`config.mk`:
```
export PLATFORM = sky130hd
export DESIGN_NAME = ad7265_serial_if
export DESIGN_NICKNAME = d
export VERILOG_FILES = /design/src/rtl/ad7265_serial_if_pkg.sv /design/src/rtl/ad7265_serial_if_shift_in.sv /design/src/rtl/ad7265_serial_if.sv
export SDC_FILE = /design/constraint.sdc
export NUM_CORES = 1
export LEC_CHECK = 0
export CAP_MARGIN = 20
export CORE_MARGIN = 2
export CORE_UTILIZATION = 41
export CTS_BUF_LIST = sky130_fd_sc_hd__clkbuf_8 sky130_fd_sc_hd__clkbuf_16
export DETAILED_ROUTE_END_ITERATION = 10
export SLEW_MARGIN = 30
export SYNTH_ARGS = -nofsm -noshare
export SYNTH_HDL_FRONTEND = slang
export SYNTH_SLANG_ARGS = --single-unit
```
`constraint.sdc`:
```
create_clock -name clk -period 4.8 [get_ports clk]
set_input_delay 0.72 -clock clk [delete_from_list [all_inputs] [get_ports clk]]
set_output_delay 0.72 -clock clk [all_outputs]
set_load 0.02 [all_outputs]
```
`src/rtl/ad7265_serial_if_pkg.sv`:
```
// Shared constants and types for the AD7265 dual-channel serial front end.
package ad7265_serial_if_pkg;

  localparam int AD7265_DATA_W          = 12;
  localparam int AD7265_SCLKS_PER_FRAME = 16;
  localparam int AD7265_FIRST_BIT_SCLK  = 2;
  localparam int AD7265_LAST_BIT_SCLK   = 13;

  typedef logic [AD7265_DATA_W-1:0] adc12_t;

  typedef enum logic [1:0] {
    ST_IDLE,
    ST_SETUP,
    ST_CONVERT,
    ST_QUIET
  } state_t;

  // Mux addresses 0 and 7 are treated as no-op requests.
  function automatic logic addr_valid(input logic [2:0] a);
    return (a != 3'd0) && (a != 3'd7);
  endfunction

endpackage

```
`src/rtl/ad7265_serial_if_shift_in.sv`:
```
// MSB-first shift register collecting one ADC channel word while shift_en is high.
module ad7265_shift_in
  import ad7265_serial_if_pkg::*;
(
  input  logic                     clk,
  input  logic                     rst,
  input  logic                     shift_en,
  input  logic                     din,
  output logic [AD7265_DATA_W-1:0] q
);

  adc12_t sr_reg;

  always_ff @(posedge clk) begin
    if (rst) begin
      sr_reg <= '0;
    end else if (shift_en) begin
      sr_reg <= {sr_reg[AD7265_DATA_W-2:0], din};
    end
  end

  assign q = sr_reg;

endmodule

```
`src/rtl/ad7265_serial_if.sv`:
```
// AD7265 frame sequencer: one req/rdy handshake runs one 16-SCLK frame and
// returns the simultaneous A/B conversion results.
module ad7265_serial_if
  import ad7265_serial_if_pkg::*;
#(
  parameter int   HALF_PERIOD  = 2,
  parameter int   QUIET_CYCLES = 4,
  parameter logic RANGE_SEL    = 1'b0
) (
  input  logic        clk,
  input  logic        rst,
  input  logic        req,
  input  logic [2:0]  addr,
  output logic        rdy,
  output logic [11:0] data_a,
  output logic [11:0] data_b,
  output logic        adc_sclk,
  output logic [2:0]  adc_addr,
  output logic        adc_ncs,
  output logic        adc_rng,
  input  logic        adc_a,
  input  logic        adc_b
);

  localparam logic [15:0] HALF_LAST  = 16'(HALF_PERIOD - 1);
  localparam logic [15:0] SETUP_LAST = 16'(HALF_PERIOD);
  localparam logic [15:0] QUIET_LAST = 16'(QUIET_CYCLES - 1);
  localparam logic [4:0]  BIT_FIRST  = 5'(AD7265_FIRST_BIT_SCLK - 1);
  localparam logic [4:0]  BIT_LAST   = 5'(AD7265_LAST_BIT_SCLK - 1);
  localparam logic [4:0]  SCLK_LAST  = 5'(AD7265_SCLKS_PER_FRAME - 1);

  state_t      state_reg;
  logic [15:0] cnt_reg;
  logic [4:0]  sclk_idx_reg;
  logic        rdy_reg;
  logic        sclk_reg;
  logic        ncs_reg;
  logic [2:0]  addr_reg;
  adc12_t      data_a_reg;
  adc12_t      data_b_reg;

  logic        shift_en;
  logic [1:0]  din_ch;
  adc12_t      sr_q [2];

  // Capture happens on the edge that ends the low half, i.e. the one raising SCLK.
  assign shift_en = (state_reg == ST_CONVERT) && !sclk_reg && (cnt_reg == HALF_LAST) &&
                    (sclk_idx_reg >= BIT_FIRST) && (sclk_idx_reg <= BIT_LAST);
  assign din_ch   = {adc_b, adc_a};

  generate
    for (genvar gi = 0; gi < 2; gi++) begin : g_ch
      ad7265_shift_in u_shift (
        .clk      (clk),
        .rst      (rst),
        .shift_en (shift_en),
        .din      (din_ch[gi]),
        .q        (sr_q[gi])
      );
    end
  endgenerate

  always_ff @(posedge clk) begin
    if (rst) begin
      state_reg    <= ST_IDLE;
      cnt_reg      <= '0;
      sclk_idx_reg <= '0;
      rdy_reg      <= 1'b0;
      sclk_reg     <= 1'b1;
      ncs_reg      <= 1'b1;
      addr_reg     <= '0;
      data_a_reg   <= '0;
      data_b_reg   <= '0;
    end else begin
      case (state_reg)
        ST_IDLE: begin
          if (rdy_reg && req && addr_valid(addr)) begin
            addr_reg  <= addr;
            rdy_reg   <= 1'b0;
            cnt_reg   <= '0;
            state_reg <= ST_SETUP;
          end else begin
            rdy_reg <= 1'b1;
          end
        end
        // Address setup spans one cycle more than a half period so the
        // acceptance-to-result latency is 1 + 33*HALF_PERIOD + QUIET_CYCLES.
        ST_SETUP: begin
          if (cnt_reg == SETUP_LAST) begin
            cnt_reg      <= '0;
            sclk_idx_reg <= '0;
            ncs_reg      <= 1'b0;
            sclk_reg     <= 1'b0;
            state_reg    <= ST_CONVERT;
          end else begin
            cnt_reg <= cnt_reg + 16'd1;
          end
        end
        ST_CONVERT: begin
          if (cnt_reg == HALF_LAST) begin
            cnt_reg <= '0;
            if (!sclk_reg) begin
              sclk_reg <= 1'b1;
            end else if (sclk_idx_reg == SCLK_LAST) begin
              ncs_reg   <= 1'b1;
              state_reg <= ST_QUIET;
            end else begin
              sclk_reg     <= 1'b0;
              sclk_idx_reg <= sclk_idx_reg + 5'd1;
            end
          end else begin
            cnt_reg <= cnt_reg + 16'd1;
          end
        end
        ST_QUIET: begin
          if (cnt_reg == QUIET_LAST) begin
            data_a_reg <= sr_q[0];
            data_b_reg <= sr_q[1];
            rdy_reg    <= 1'b1;
            cnt_reg    <= '0;
            state_reg  <= ST_IDLE;
          end else begin
            cnt_reg <= cnt_reg + 16'd1;
          end
        end
        default: state_reg <= ST_IDLE;
      endcase
    end
  end

  assign rdy      = rdy_reg;
  assign data_a   = data_a_reg;
  assign data_b   = data_b_reg;
  assign adc_sclk = sclk_reg;
  assign adc_ncs  = ncs_reg;
  assign adc_addr = addr_reg;
  assign adc_rng  = RANGE_SEL;

endmodule

```
Fig. 1: routing congestion map
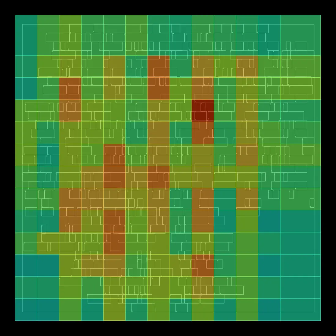
met1 Usage GRT: 20.8%
global routing met3 resource utilization: 3.16%
GRT Resource Usage Total: 15.2%
DR WL/cell: 12.3 um
GRT busiest layer: met2

Fig. 2: wiring heat map
The die is cut into 19 by 19 equal tiles; dark blue is low, red is high, scaled to the fullest tile. Values are wire area over tile area, all layers added.
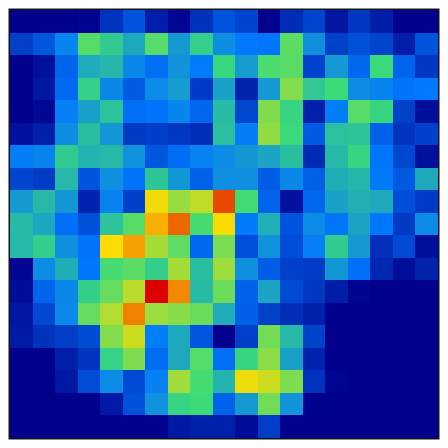
emptiest ninth of the die: bottom right
fullest tile: 0.43
densest ninth of the die: middle
tiles over half the peak: 14%
mean over tiles: 0.11
nearly empty tiles: 18%
Routed WL: 6420 um
DR vias: 2566

==> reports/metrics.yaml <==
status:
  outcome: "finished clean"
global_routing:
  grt_max_degree: 61
  grt_pass1_wl_um: 11000
  antenna_found_initial: 0
timing:
  hold_violations: 0
  maxSlewViolCount: 0
  finalClockSkew_ns: 0.0171
  fmax_mhz: 406
  post-route-min-period_ns: 2.46
  finalSetupTns_ns: 0
  worst_slew_pin_slew_ns: 0.868
cells_and_area:
  final_layout_size_suffix_gt1_share_pct: 7.91
  post-route-util_pct: 49.7
  lay_top_count: "dfxtp_1"
  insertedDiodeCount: 0
  final_nets: 431
  largest_register_ffs: 24
power_and_ir_drop:
  p_clk_share_pct: 38.1
  p_leak_nw: 1.37
  seqPwrFrac_pct: 47.3
  power.internal_mw: 1.03
  ir_drop_mv: 0.179
  power-top-group: "sequential cells"
logic_synthesis:
  xor_share_pct: 3.58
  syn-cell-area_mm2: 0.00343
  ys_sh_adder_pct: 4.02
  logic_family: "simple AND/OR/NAND/NOR gates"
  synth_warnings: 0
  aoi_share_pct: 10.5
  synthFlopType: "dfxtp_1"
  synth.avg_cell_area_um2: 8.94
  synth-edff-count: 0
  post_synth_num_cell_types: 44
  ys_seq_elements: 77
  syn-num-nets: 402
worst_setup_path:
  crit_type: "flop to flop"
  cp-startpoint: "cnt_reg[8]"
  start_kind: "flop"
  cp_data_arrival_time_ns: 2.73
  worstPathRequired_ns: 5.07
  ff2ff_setup_slack_ns: 2.34
  r2r_cells: 5
  endpoint_kind: "flop"
  r2r-start: "cnt_reg[8]"
placed_design:
  hpwl_um: 4350
  gp_congestion: 0.781
  numPortBuffers: 37
die:
  dieArea_mm2: 0.00910
  std_cell_rows: 33
  io-pin-count: 39
clock_network:
  root_buffer: "clkbuf_8"
  hold_buffers: 0
  cts_sinks: 77
  clk_pin_slew_ns: 0.09
  htree_levels: 3
routing:
  m1WireLength_um: 3310
  met3_length_um: 193
  wl_met2_um: 2800
  top_layer: "met4"
  detail-route-antenna-nets: 0
hold_path:
  min_from: "g_ch[1].u_shift.q[11]"
  hold_path.class: "flop to flop"
flow_run:
  maxCapViolCount: 0
  openroad.warnings: 33
Fig. 3: met1 routing
Scale bar: 20 um. Supply wires on this layer in grey.
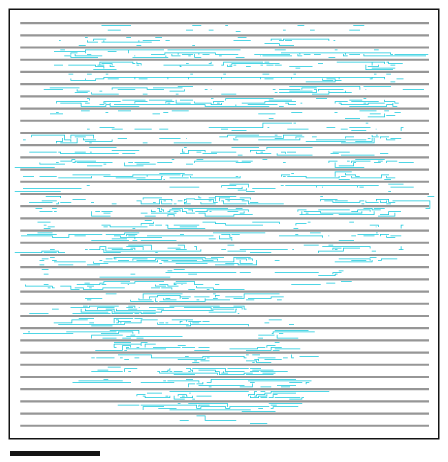
share of all routed wire: 52%
nets with wire on the layer: 389
longest straight run: 62.6 um

[worst min-delay path by stage]
| stage | to | slack, ns |
|---|---|---|
| floorplan | data_a[11] | 0.43 |
| global placement | data_b[3] | 0.45 |
| detailed placement | data_a[3] | 0.45 |
| CTS | data_b[2] | 0.46 |
| global route | data_a[5] | 0.48 |
| finish | data_b[11] | 0.45 |
[critical path, cell delays in order (launching register included)]
cell and delay, ns:
dfxtp_1 0.40, nor4_4 0.53, and4_2 0.34, and3_1 0.73
o22ai_1 0.20, a21oi_1 0.18
[metrics by stage]
stage               hold slack, ns  std cells  instance area [um2]  power (mW)  setup WS, ns
finish                       0.447        522                 4060        1.42          2.34
global route                 0.479        522                 4060        1.49          2.17
CTS                          0.458        522                 4060        1.44          2.30
detailed placement           0.446        506                 3840       0.896          2.35
global placement             0.446        506                 3830       0.893          2.13
floorplan                    0.431        383                 3430       0.839          2.83
[cell type report]
cell class                 count  area (um2)  share of cell area, %
clock buffer                   9         124                   3.05
clock inverter                 7        97.6                   2.40
inverter                      15        56.3                   1.39
multi-input combinational    271        1740                   42.7
sequential                    77        1540                   38.0
tap                          105         131                   3.23
timing repair buffer          38         375                   9.24
[synthesized netlist by cell type, drive strengths merged, types with 4 or more instances]
library cell | count | area, um2
dfxtp | 77 | 1540
clkbuf | 14 | 52.6
nor2 | 51 | 191
a21oi | 26 | 130
nand3 | 9 | 45.0
inv | 15 | 56.3
nor3 | 13 | 70.1
nand4 | 6 | 52.6
o21ai | 5 | 25.0
a211o | 4 | 35.0
buf | 6 | 45.0
ha | 11 | 138
or3 | 4 | 25.0
nand2 | 66 | 248
xnor2 | 11 | 96.3
nor4 | 6 | 82.6
mux2i | 29 | 290
Power and IR drop assume default switching activity.
